File: config.mk
export PLATFORM = sky130hd
export DESIGN_NAME = blink_tick_ctrl
export DESIGN_NICKNAME = d
export VERILOG_FILES = /design/src/rtl/blink_pkg.sv /design/src/rtl/blink_prescaler.sv /design/src/rtl/blink_tick_ctrl.sv
export SDC_FILE = /design/constraint.sdc
export NUM_CORES = 1
export LEC_CHECK = 0
export ABC_AREA = 1
export CELL_PAD_IN_SITES_DETAIL_PLACEMENT = 1
export CELL_PAD_IN_SITES_GLOBAL_PLACEMENT = 1
export CORE_MARGIN = 2
export CORE_UTILIZATION = 42
export CTS_CLUSTER_SIZE = 20
export DETAILED_ROUTE_END_ITERATION = 7
export HOLD_SLACK_MARGIN = 0.02
export PLACE_DENSITY = 0.81
export SYNTH_ARGS = -nofsm -noshare
export SYNTH_HDL_FRONTEND = slang
export SYNTH_SLANG_ARGS = --single-unit
File: constraint.sdc
create_clock -name clk -period 1.6 [get_ports clk]
set_input_delay 0.24 -clock clk [delete_from_list [all_inputs] [get_ports clk]]
set_output_delay 0.24 -clock clk [all_outputs]
set_load 0.1 [all_outputs]
File: src/rtl/blink_pkg.sv
// ---------------------------------------------------------------------------
// blink_pkg
// Shared definitions for the LED-blink timer initiator.
//   - blink_state_e      : controller state encoding (2 bits)
//   - *_DEFAULT          : default timing constants (50 MHz system clock)
//   - BLINK_TICKS_EXPECTED : ticks the blinker consumes before it answers
//   - sat_inc8           : 8-bit saturating increment for the tick counter
// ---------------------------------------------------------------------------
package blink_pkg;

    typedef enum logic [1:0] {
        ST_IDLE = 2'd0,
        ST_RUN  = 2'd1,
        ST_DONE = 2'd2,
        ST_ERR  = 2'd3
    } blink_state_e;

    // 25_000_000 clocks = 0.5 s at 50 MHz.
    localparam int unsigned BLINK_TICK_DIV_DEFAULT  = 25000000;
    localparam int unsigned BLINK_CNT_W_DEFAULT     = 25;
    localparam int unsigned BLINK_MAX_TICKS_DEFAULT = 12;

    // The blinker answers with blink_timeout the cycle after this many ticks.
    localparam int unsigned BLINK_TICKS_EXPECTED    = 8;

    // Tick counter never wraps; a wrap could hide a stuck responder.
    function automatic logic [7:0] sat_inc8(input logic [7:0] v);
        return (v == 8'hFF) ? v : v + 8'd1;
    endfunction

endpackage

File: src/rtl/blink_prescaler.sv
// ---------------------------------------------------------------------------
// blink_prescaler
// Free-running modulo-TICK_DIV counter with synchronous clear and enable.
// o_terminal is high for the single enabled cycle in which the count sits at
// TICK_DIV-1; the count wraps to 0 on that same edge.
//
// Ports:
//   i_clk       system clock
//   i_rst       synchronous reset, active-high (count -> 0)
//   i_clear     synchronous clear (count -> 0), dominates enable
//   i_enable    advance the count this cycle
//   o_terminal  count == TICK_DIV-1 while enabled (combinational, 1 cycle)
// ---------------------------------------------------------------------------
module blink_prescaler #(
    parameter int unsigned TICK_DIV = 4,
    parameter int unsigned CNT_W    = 3
) (
    input  logic i_clk,
    input  logic i_rst,
    input  logic i_clear,
    input  logic i_enable,
    output logic o_terminal
);

    localparam logic [CNT_W-1:0] LP_LAST = CNT_W'(TICK_DIV - 1);

    logic [CNT_W-1:0] r_count;
    logic             w_at_last;

    assign w_at_last  = (r_count == LP_LAST);
    // Gated by enable so a held (paused) count at the last value cannot
    // produce repeated terminal pulses.
    assign o_terminal = i_enable && w_at_last;

    always_ff @(posedge i_clk) begin
        if (i_rst || i_clear) begin
            r_count <= '0;
        end else if (i_enable) begin
            if (w_at_last) begin
                r_count <= '0;
            end else begin
                r_count <= r_count + CNT_W'(1);
            end
        end
    end

endmodule

File: src/rtl/blink_tick_ctrl.sv
// ---------------------------------------------------------------------------
// blink_tick_ctrl
// Initiator side of the LED-blink timer handshake. After start it emits a
// one-cycle tick every TICK_DIV clocks to the blinker, waits for the
// blinker's blink_timeout and reports done (one cycle) or, if more than
// MAX_TICKS ticks go unanswered, a sticky err.
//
// Handshake with the blinker: tick is a registered one-cycle strobe that the
// blinker counts; blink_timeout is sampled as a level every RUN cycle and the
// first high sample ends the run, so a long pulse yields a single done.
//
// Optional build macro: BLINK_PAUSE_EN adds input pause. While pause is high
// in RUN the prescaler and tick counter hold and no tick is issued; abort and
// blink_timeout are still honoured.
//
// Ports:
//   clk            system clock
//   rst            synchronous reset, active-high
//   start          begin a sequence (acted on in IDLE or ERR)
//   abort          cancel the running sequence / clear err
//   blink_timeout  completion level from the LED blinker
//   pause          (BLINK_PAUSE_EN only) freeze the tick timebase in RUN
//   tick           one-cycle timer pulse to the blinker (registered)
//   busy           high while in RUN
//   done           one-cycle completion pulse
//   err            watchdog fault, held until start or abort
//   dbg_state      current controller state (blink_state_e encoding)
// ---------------------------------------------------------------------------
module blink_tick_ctrl
    import blink_pkg::*;
#(
    parameter int unsigned TICK_DIV  = BLINK_TICK_DIV_DEFAULT,
    parameter int unsigned CNT_W     = BLINK_CNT_W_DEFAULT,
    parameter int unsigned MAX_TICKS = BLINK_MAX_TICKS_DEFAULT
) (
    input  logic       clk,
    input  logic       rst,
    input  logic       start,
    input  logic       abort,
    input  logic       blink_timeout,
`ifdef BLINK_PAUSE_EN
    input  logic       pause,
`endif
    output logic       tick,
    output logic       busy,
    output logic       done,
    output logic       err,
    output logic [1:0] dbg_state
);

    localparam logic [7:0] LP_MAX_TICKS = 8'(MAX_TICKS);

    blink_state_e r_state;
    blink_state_e w_state_nxt;
    logic [7:0]   r_tick_count;
    logic         r_tick;

    logic         w_run;
    logic         w_pause;
    logic         w_presc_en;
    logic         w_presc_clr;
    logic         w_terminal;
    logic         w_watchdog;
    logic         w_tick_fire;

    assign w_run = (r_state == ST_RUN);

`ifdef BLINK_PAUSE_EN
    assign w_pause = pause;
`else
    assign w_pause = 1'b0;
`endif

    // The timebase only advances in RUN; every other state holds it at 0,
    // which gives the clean restart from IDLE and from ERR for free.
    assign w_presc_en  = w_run && !w_pause;
    assign w_presc_clr = !w_run;

    blink_prescaler #(
        .TICK_DIV (TICK_DIV),
        .CNT_W    (CNT_W)
    ) u_prescaler (
        .i_clk      (clk),
        .i_rst      (rst),
        .i_clear    (w_presc_clr),
        .i_enable   (w_presc_en),
        .o_terminal (w_terminal)
    );

    // MAX_TICKS ticks already went out unanswered and another period has
    // elapsed: the blinker is considered dead.
    assign w_watchdog = w_terminal && (r_tick_count >= LP_MAX_TICKS);

    // Next state and tick request. Priority in RUN: abort, then
    // blink_timeout, then watchdog, then the regular tick.
    always_comb begin
        w_state_nxt = r_state;
        w_tick_fire = 1'b0;
        case (r_state)
            ST_IDLE: begin
                if (start) begin
                    w_state_nxt = ST_RUN;
                end
            end
            ST_RUN: begin
                if (abort) begin
                    w_state_nxt = ST_IDLE;
                end else if (blink_timeout) begin
                    w_state_nxt = ST_DONE;
                end else if (w_watchdog) begin
                    w_state_nxt = ST_ERR;
                end else if (w_terminal) begin
                    w_tick_fire = 1'b1;
                end
            end
            ST_DONE: begin
                w_state_nxt = ST_IDLE;
            end
            ST_ERR: begin
                // abort wins over a simultaneous start: leaving the fault to
                // IDLE is the conservative choice.
                if (abort) begin
                    w_state_nxt = ST_IDLE;
                end else if (start) begin
                    w_state_nxt = ST_RUN;
                end
            end
            default: begin
                w_state_nxt = ST_IDLE;
            end
        endcase
    end

    always_ff @(posedge clk) begin
        if (rst) begin
            r_state      <= ST_IDLE;
            r_tick       <= 1'b0;
            r_tick_count <= 8'd0;
        end else begin
            r_state <= w_state_nxt;
            r_tick  <= w_tick_fire;
            if (!w_run) begin
                r_tick_count <= 8'd0;
            end else if (w_tick_fire) begin
                r_tick_count <= sat_inc8(r_tick_count);
            end
        end
    end

    // All outputs decode registered state, so none of them glitch.
    assign tick      = r_tick;
    assign busy      = w_run;
    assign done      = (r_state == ST_DONE);
    assign err       = (r_state == ST_ERR);
    assign dbg_state = r_state;

endmodule

drive_strength.png
Scale: 6 px per um.
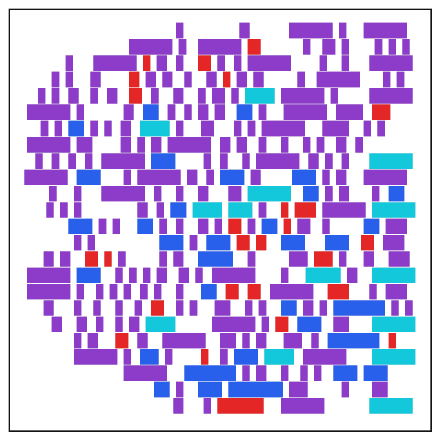
Key: purple = drive 1 or less [cells 219, share 75%]; cyan = drive 6 and up [cells 14, share 4.8%]; red = drive 2 [cells 26, share 8.9%]; blue = drive 3 to 4 [cells 33, share 11%]

met3.png
Scale: 6 px per um.
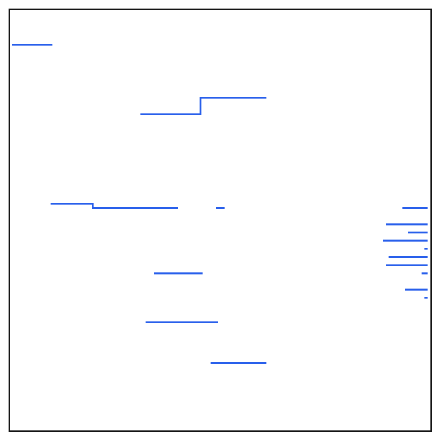
The longest straight run is 14.0 um. 13 nets have wire on it. The layer carries 119 um of wire.

==> out/metrics.yaml <==
slew-limit-headroom_pct: 79.02
use_met3_pct: 3.896
netlist_area_mm2: 0.001833
met2_usage_pct: 37.88
status: "finished clean"
cp.arrival_ns: 1.77
drtPass1Iterations: 4
synth_area_per_cell_um2: 7.023
clkSinkCount: 36
p_total_mw: 1.698
end_kind: "flip-flop"
synth_seq_share_pct: 39.32
min_to: "r_tick_count[6]"
logic_gate_count: 181
rsz0062_at_grt: "true"
clock_cell_area_share_pct: 3.743
postCtsHoldBufs: 0
irDropWorstVdd_mv: 0.3567
power_frac_clock_pct: 37.8
comb_area_share_pct: 43.37
ant_nets: 0
layout_top_cell: "nand2_1"
per-stage QoR:
stage	utilization, %	setup TNS [ns]	setup slack (ns)
after global routing	54.87	-1.288	-0.08312
after detailed placement	50.56	-0.05007	-0.03108
after floorplan	-	0	0.03875
final	54.87	0	0.01972
after global placement	50.56	0	0.03706
after CTS	53.17	0	0.0001402
Yosys cell counts:
cell | instances | area share [%]
nand2_1 | 47 | 9.6
nor2_1 | 47 | 9.6
dfxtp_1 | 36 | 39
inv_1 | 36 | 7.4
a21oi_1 | 13 | 3.5
nand3_1 | 12 | 3.3
o21ai_0 | 8 | 2.2
o21ai_1 | 8 | 2.2
inv_2 | 7 | 1.4
nor2_4 | 7 | 4.3
nand2_2 | 6 | 2.0
nor3_1 | 6 | 1.6
nand4_1 | 5 | 1.7
nor2_2 | 5 | 1.7
ha_1 | 3 | 2.0
nor3b_1 | 3 | 1.2
a21oi_2 | 1 | 0.48
buf_6 | 1 | 0.61
clkinv_2 | 1 | 0.27
nand2_4 | 1 | 0.61
nand3_2 | 1 | 0.55
nand3b_1 | 1 | 0.41
nor2_8 | 1 | 1.1
nor3_4 | 1 | 0.89
o2111ai_1 | 1 | 0.48
o21bai_1 | 1 | 0.41
xnor2_1 | 1 | 0.48
xor2_1 | 1 | 0.48
repair_timing:
item                                    4_1_cts  5_1_grt
buffers inserted                              2        0
resized                                       5       17
endpoints found under the setup margin        2       28
endpoints found under the hold margin         0        0
gates cloned                                  0        1
pin swaps                                     4        6
worst min-delay path, stage by stage, from the launching register on:
cell and delay [ns]:
dfxtp_1 0.31, inv_1 0.05, nor2_1 0.03
cells by family after synthesis:
logic type / share of synthesized area, %
fa+ha+maj: 2.048
flops: 39.32
buf+inv: 9.693
simple gates: 38.70
xor+xnor: 0.9558
compound gates: 9.284
